[src/rtl/ping_pong_ctrl_w_if.sv]
// Producer, bank-port and consumer signals of the west ping-pong buffer sequencer.
// Widths are derived here so both sides of the link always agree.
interface ping_pong_ctrl_w_if #(
  parameter int unsigned TOTAL_MODULES = 4,
  parameter int unsigned COL_X         = 16,
  parameter int unsigned TOTAL_INPUT_W = 2
);
  localparam int unsigned SEL_W      = (TOTAL_MODULES > 1) ? $clog2(TOTAL_MODULES) : 1;
  localparam int unsigned ADDR_WIDTH = $clog2(COL_X * TOTAL_INPUT_W);

  logic                  in_valid;
  logic                  in_ready;
  logic [SEL_W-1:0]      slice_sel;
  logic [SEL_W-1:0]      slicing_idx;
  logic                  bank0_ena;
  logic                  bank0_enb;
  logic                  bank0_wea;
  logic                  bank0_web;
  logic [ADDR_WIDTH-1:0] bank0_addra;
  logic [ADDR_WIDTH-1:0] bank0_addrb;
  logic                  bank1_ena;
  logic                  bank1_enb;
  logic                  bank1_wea;
  logic                  bank1_web;
  logic [ADDR_WIDTH-1:0] bank1_addra;
  logic [ADDR_WIDTH-1:0] bank1_addrb;
  logic                  rd_req;
  logic                  rd_avail;
  logic                  rd_data_valid;
  logic                  rd_last;
  logic                  dout_sel;
  logic                  active_bank_wr;
  logic                  active_bank_rd;

  modport master (
    output in_valid, slice_sel, rd_req,
    input  in_ready, slicing_idx,
    input  bank0_ena, bank0_enb, bank0_wea, bank0_web, bank0_addra, bank0_addrb,
    input  bank1_ena, bank1_enb, bank1_wea, bank1_web, bank1_addra, bank1_addrb,
    input  rd_avail, rd_data_valid, rd_last, dout_sel, active_bank_wr, active_bank_rd
  );

  modport slave (
    input  in_valid, slice_sel, rd_req,
    output in_ready, slicing_idx,
    output bank0_ena, bank0_enb, bank0_wea, bank0_web, bank0_addra, bank0_addrb,
    output bank1_ena, bank1_enb, bank1_wea, bank1_web, bank1_addra, bank1_addrb,
    output rd_avail, rd_data_valid, rd_last, dout_sel, active_bank_wr, active_bank_rd
  );
endinterface

[src/rtl/ping_pong_ctrl_w.sv]
// West ping-pong buffer sequencer: fills one bank two rows per beat while the
// other, full bank is swept in order through port A for RD_REPEAT passes.
module ping_pong_ctrl_w #(
  parameter int unsigned TOTAL_MODULES = 4,
  parameter int unsigned COL_X         = 16,
  parameter int unsigned TOTAL_INPUT_W = 2,
  parameter int unsigned RD_REPEAT     = 1
) (
  input  logic               clk,
  input  logic               rst_n,
  ping_pong_ctrl_w_if.slave  pif
);
  localparam int unsigned SEL_W      = (TOTAL_MODULES > 1) ? $clog2(TOTAL_MODULES) : 1;
  localparam int unsigned ADDR_WIDTH = $clog2(COL_X * TOTAL_INPUT_W);
  localparam int unsigned CNT_W      = (COL_X > 1) ? $clog2(COL_X) : 1;
  localparam int unsigned PASS_W     = (RD_REPEAT > 1) ? $clog2(RD_REPEAT) : 1;

  logic [1:0]            full;
  logic [1:0]            full_nxt;
  logic [CNT_W-1:0]      wr_cnt;
  logic [ADDR_WIDTH-1:0] rd_addr;
  logic [PASS_W-1:0]     rd_pass;
  logic [SEL_W-1:0]      slice_q;
  logic                  wr_bank;
  logic                  rd_bank;
  logic                  dout_sel_q;
  logic                  rd_valid_q;
  logic                  rd_last_q;

  logic                  wr_fire;
  logic                  rd_fire;
  logic                  wr_done;
  logic                  rd_wrap;
  logic                  rd_release;
  logic [ADDR_WIDTH-1:0] wr_addra;
  logic [ADDR_WIDTH-1:0] wr_addrb;

  // Handshake qualification; rst_n gating keeps every strobe low while in reset.
  always_comb begin
    wr_fire    = rst_n && pif.in_valid && !full[wr_bank];
    rd_fire    = rst_n && pif.rd_req && full[rd_bank];
    wr_done    = wr_fire && (wr_cnt == CNT_W'(COL_X - 1));
    rd_wrap    = rd_fire && (rd_addr == ADDR_WIDTH'(2 * COL_X - 1));
    rd_release = rd_wrap && (rd_pass == PASS_W'(RD_REPEAT - 1));
    wr_addra   = ADDR_WIDTH'(wr_cnt);
    wr_addrb   = ADDR_WIDTH'(wr_cnt) + ADDR_WIDTH'(COL_X);
    full_nxt   = full;
    if (wr_done)    full_nxt[wr_bank] = 1'b1;
    if (rd_release) full_nxt[rd_bank] = 1'b0;
  end

  // Bank port drive: write owns both ports of wr_bank, read owns port A of rd_bank.
  always_comb begin
    pif.bank0_ena   = 1'b0;
    pif.bank0_enb   = 1'b0;
    pif.bank0_wea   = 1'b0;
    pif.bank0_web   = 1'b0;
    pif.bank0_addra = '0;
    pif.bank0_addrb = '0;
    pif.bank1_ena   = 1'b0;
    pif.bank1_enb   = 1'b0;
    pif.bank1_wea   = 1'b0;
    pif.bank1_web   = 1'b0;
    pif.bank1_addra = '0;
    pif.bank1_addrb = '0;
    if (rd_fire && !rd_bank) begin
      pif.bank0_ena   = 1'b1;
      pif.bank0_addra = rd_addr;
    end
    if (rd_fire && rd_bank) begin
      pif.bank1_ena   = 1'b1;
      pif.bank1_addra = rd_addr;
    end
    if (wr_fire && !wr_bank) begin
      pif.bank0_ena   = 1'b1;
      pif.bank0_enb   = 1'b1;
      pif.bank0_wea   = 1'b1;
      pif.bank0_web   = 1'b1;
      pif.bank0_addra = wr_addra;
      pif.bank0_addrb = wr_addrb;
    end
    if (wr_fire && wr_bank) begin
      pif.bank1_ena   = 1'b1;
      pif.bank1_enb   = 1'b1;
      pif.bank1_wea   = 1'b1;
      pif.bank1_web   = 1'b1;
      pif.bank1_addra = wr_addra;
      pif.bank1_addrb = wr_addrb;
    end
  end

  // First beat of a fill presents slice_sel live; later beats reuse the latched copy.
  always_comb begin
    pif.in_ready       = !full[wr_bank];
    pif.rd_avail       = full[rd_bank];
    pif.slicing_idx    = (wr_cnt == '0) ? pif.slice_sel : slice_q;
    pif.rd_data_valid  = rd_valid_q;
    pif.rd_last        = rd_last_q;
    pif.dout_sel       = dout_sel_q;
    pif.active_bank_wr = wr_bank;
    pif.active_bank_rd = rd_bank;
  end

  always_ff @(posedge clk or negedge rst_n) begin
    if (!rst_n) begin
      full       <= '0;
      wr_cnt     <= '0;
      rd_addr    <= '0;
      rd_pass    <= '0;
      slice_q    <= '0;
      wr_bank    <= 1'b0;
      rd_bank    <= 1'b0;
      dout_sel_q <= 1'b0;
      rd_valid_q <= 1'b0;
      rd_last_q  <= 1'b0;
    end else begin
      full       <= full_nxt;
      rd_valid_q <= rd_fire;
      rd_last_q  <= rd_release;
      if (wr_fire) begin
        if (wr_cnt == '0) slice_q <= pif.slice_sel;
        if (wr_done) begin
          wr_cnt  <= '0;
          wr_bank <= ~wr_bank;
        end else begin
          wr_cnt <= wr_cnt + CNT_W'(1);
        end
      end
      if (rd_fire) begin
        dout_sel_q <= rd_bank;
        rd_addr    <= rd_wrap ? '0 : rd_addr + ADDR_WIDTH'(1);
        if (rd_wrap) rd_pass <= rd_release ? '0 : rd_pass + PASS_W'(1);
        if (rd_release) rd_bank <= ~rd_bank;
      end
    end
  end
endmodule

[src/flat_wrapper.sv]
// flat-port wrapper written by rule: the top's interface ports become plain ports
module ping_pong_ctrl_w_flat 
#(
  parameter int unsigned TOTAL_MODULES = 4,
  parameter int unsigned COL_X         = 16,
  parameter int unsigned TOTAL_INPUT_W = 2,
  parameter int unsigned RD_REPEAT     = 1
)
  (clk, rst_n, pif_in_valid, pif_slice_sel, pif_rd_req, pif_in_ready, pif_slicing_idx, pif_bank0_ena, pif_bank0_enb, pif_bank0_wea, pif_bank0_web, pif_bank0_addra, pif_bank0_addrb, pif_bank1_ena, pif_bank1_enb, pif_bank1_wea, pif_bank1_web, pif_bank1_addra, pif_bank1_addrb, pif_rd_avail, pif_rd_data_valid, pif_rd_last, pif_dout_sel, pif_active_bank_wr, pif_active_bank_rd);
  ping_pong_ctrl_w_if #(.TOTAL_MODULES(TOTAL_MODULES), .COL_X(COL_X), .TOTAL_INPUT_W(TOTAL_INPUT_W)) pif_i ();
  input  logic clk;
  input  logic rst_n;
  input wire logic [$bits(pif_i.in_valid)-1:0] pif_in_valid;
  input wire logic [$bits(pif_i.slice_sel)-1:0] pif_slice_sel;
  input wire logic [$bits(pif_i.rd_req)-1:0] pif_rd_req;
  output wire logic [$bits(pif_i.in_ready)-1:0] pif_in_ready;
  output wire logic [$bits(pif_i.slicing_idx)-1:0] pif_slicing_idx;
  output wire logic [$bits(pif_i.bank0_ena)-1:0] pif_bank0_ena;
  output wire logic [$bits(pif_i.bank0_enb)-1:0] pif_bank0_enb;
  output wire logic [$bits(pif_i.bank0_wea)-1:0] pif_bank0_wea;
  output wire logic [$bits(pif_i.bank0_web)-1:0] pif_bank0_web;
  output wire logic [$bits(pif_i.bank0_addra)-1:0] pif_bank0_addra;
  output wire logic [$bits(pif_i.bank0_addrb)-1:0] pif_bank0_addrb;
  output wire logic [$bits(pif_i.bank1_ena)-1:0] pif_bank1_ena;
  output wire logic [$bits(pif_i.bank1_enb)-1:0] pif_bank1_enb;
  output wire logic [$bits(pif_i.bank1_wea)-1:0] pif_bank1_wea;
  output wire logic [$bits(pif_i.bank1_web)-1:0] pif_bank1_web;
  output wire logic [$bits(pif_i.bank1_addra)-1:0] pif_bank1_addra;
  output wire logic [$bits(pif_i.bank1_addrb)-1:0] pif_bank1_addrb;
  output wire logic [$bits(pif_i.rd_avail)-1:0] pif_rd_avail;
  output wire logic [$bits(pif_i.rd_data_valid)-1:0] pif_rd_data_valid;
  output wire logic [$bits(pif_i.rd_last)-1:0] pif_rd_last;
  output wire logic [$bits(pif_i.dout_sel)-1:0] pif_dout_sel;
  output wire logic [$bits(pif_i.active_bank_wr)-1:0] pif_active_bank_wr;
  output wire logic [$bits(pif_i.active_bank_rd)-1:0] pif_active_bank_rd;
  assign pif_i.in_valid = pif_in_valid;
  assign pif_i.slice_sel = pif_slice_sel;
  assign pif_i.rd_req = pif_rd_req;
  assign pif_in_ready = pif_i.in_ready;
  assign pif_slicing_idx = pif_i.slicing_idx;
  assign pif_bank0_ena = pif_i.bank0_ena;
  assign pif_bank0_enb = pif_i.bank0_enb;
  assign pif_bank0_wea = pif_i.bank0_wea;
  assign pif_bank0_web = pif_i.bank0_web;
  assign pif_bank0_addra = pif_i.bank0_addra;
  assign pif_bank0_addrb = pif_i.bank0_addrb;
  assign pif_bank1_ena = pif_i.bank1_ena;
  assign pif_bank1_enb = pif_i.bank1_enb;
  assign pif_bank1_wea = pif_i.bank1_wea;
  assign pif_bank1_web = pif_i.bank1_web;
  assign pif_bank1_addra = pif_i.bank1_addra;
  assign pif_bank1_addrb = pif_i.bank1_addrb;
  assign pif_rd_avail = pif_i.rd_avail;
  assign pif_rd_data_valid = pif_i.rd_data_valid;
  assign pif_rd_last = pif_i.rd_last;
  assign pif_dout_sel = pif_i.dout_sel;
  assign pif_active_bank_wr = pif_i.active_bank_wr;
  assign pif_active_bank_rd = pif_i.active_bank_rd;
  ping_pong_ctrl_w #(.TOTAL_MODULES(TOTAL_MODULES), .COL_X(COL_X), .TOTAL_INPUT_W(TOTAL_INPUT_W), .RD_REPEAT(RD_REPEAT)) u_core (.clk(clk), .rst_n(rst_n), .pif(pif_i));
endmodule
[config.mk]
export PLATFORM = sky130hd
export DESIGN_NAME = ping_pong_ctrl_w_flat
export DESIGN_NICKNAME = d
export VERILOG_FILES = /design/src/rtl/ping_pong_ctrl_w_if.sv /design/src/rtl/ping_pong_ctrl_w.sv /design/src/flat_wrapper.sv
export SDC_FILE = /design/constraint.sdc
export NUM_CORES = 1
export LEC_CHECK = 0
export CAP_MARGIN = 20
export CORE_ASPECT_RATIO = 1.75
export CORE_MARGIN = 2
export CORE_UTILIZATION = 40
export CTS_CLUSTER_SIZE = 24
export DETAILED_ROUTE_END_ITERATION = 8
export PLACE_DENSITY = 0.74
export SYNTH_ARGS = -nofsm -noshare
export SYNTH_HDL_FRONTEND = slang
export SYNTH_SLANG_ARGS = --single-unit
export TNS_END_PERCENT = 5
[constraint.sdc]
create_clock -name clk -period 2.8 [get_ports clk]
set_input_delay 0.56 -clock clk [delete_from_list [all_inputs] [get_ports clk]]
set_output_delay 0.56 -clock clk [all_outputs]
set_load 0.005 [all_outputs]
pdn.png
Bar = 10 um. Pins as bars on the die edge.
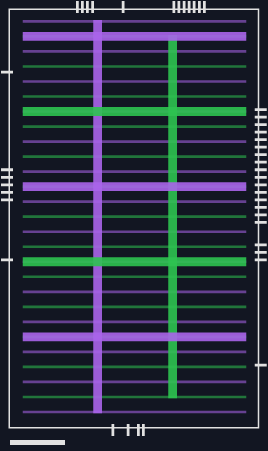
VSS: shown in purple. VDD: shown in green.
43 signal pins sit on the boundary. The core has 26 rows. 27 met1 rails follow the rows. 2 straps on met4.

cell_classes.png
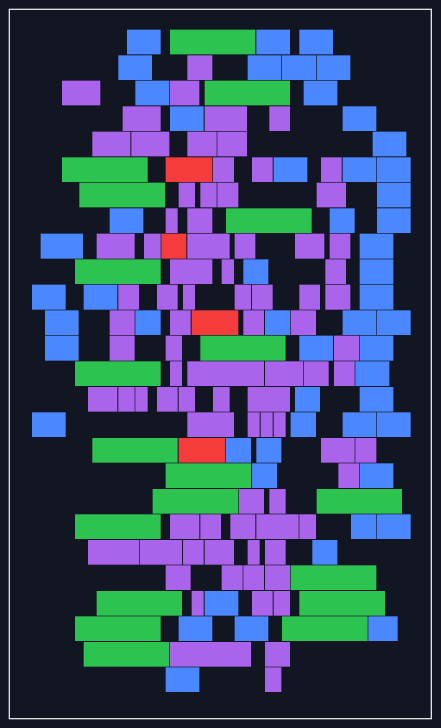
clock drivers and dummy loads: shown in red, cells 4. flip-flops: shown in green, cells 19. all other logic: shown in purple, cells 84. other buffers and delay cells: shown in blue, cells 53.

clock_map.png
Bar = 10 um.
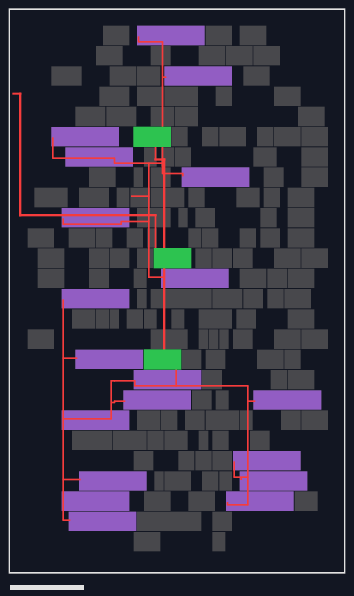
clock wires: shown in red, length 250 um. cells driving clock nets: shown in green, count 3. flip-flops: shown in purple, count 19.
There are 4 routed clock nets.

==> notes.md <==
yosys + openroad results -> max-cap viol count=0, Vias per Instance=5.548, outcome=completed, cell area after placement=1642 um^2, Finished Layout Cells=188, logic area=618.1 um^2, # setup viols final=0, worst min-delay path category=in2async, Logic Gate Count=78, Largest stage delay, worst path=460 ps, Row Count=26, TNS Setup=0 ps, Final Hold Fails=0, Port Buffers=42, CP Buf/Inv Count=2, Well Taps=28, tool warnings=28, chip height=75.51 um, number of enable flip-flop cells=0, Post-synth regs=19
[Yosys cell counts, drive strengths merged, types with 2 or more instances]
library cell  number
o31ai              2
and2              10
mux2i              2
and3               3
mux2               6
nand2              3
nand3              4
o211ai             2
buf                8
a22o               3
inv                6
nor3b              2
ha                 4
nor2               3
nand2b             2
a21oi              3
xnor2              3
or2                3
o21ai              4
nor4               3
dfrtp             19
a21o               7
[logic make-up (layout without fill, tap and decap cells)]
group           count (synthesis)  count (layout)  synth area share
xor+xnor                        3               3           0.02249
flops                          19              19            0.4069
compound gates                 24              24            0.1445
simple gates                   39              39            0.2141
buf+inv                        15              63           0.07708
fa+ha+maj                       4               4           0.04283
mux                             8               8           0.09207
[per-layer routing]
| layer | global-route usage | routed length [um] |
|---|---|---|
| met5 | 0 | 0 |
| met4 | 0.07843 | 60 |
| met3 | 0.02607 | 131 |
| met2 | 0.3462 | 1579 |
| met1 | 0.2123 | 1100 |
[timing repair]
action                                  in CTS  in global routing
endpoints found under the setup margin      14                  9
gates resized                                3                  3
buffers inserted                             0                  0
[report_power, final]
group / internal (W) / switching [W] / leakage, nW / total (W)
Combinational: 0.000293 / 0.000168 / 0.524 / 0.000461
Clock: 0.000101 / 0.0000983 / 0.0217 / 0.000199
Sequential: 0.000342 / 0.000107 / 0.238 / 0.000449
[path summary, 6_finish.rpt]
path	startpoint	endpoint	cells past startpoint
max in group asynchronous	rst_n	u_core.slice_q[0]	2
hold / removal	rst_n	u_core.pif.dout_sel	2
min in group clk	u_core.rd_pass	u_core.pif.rd_last	1
setup / recovery	u_core.wr_cnt[0]	pif_slicing_idx[1]	5
hold reg to reg	u_core.rd_pass	u_core.pif.rd_last	1
setup reg to reg	u_core.wr_cnt[0]	u_core.slice_q[1]	5
Power and IR drop assume default switching activity.
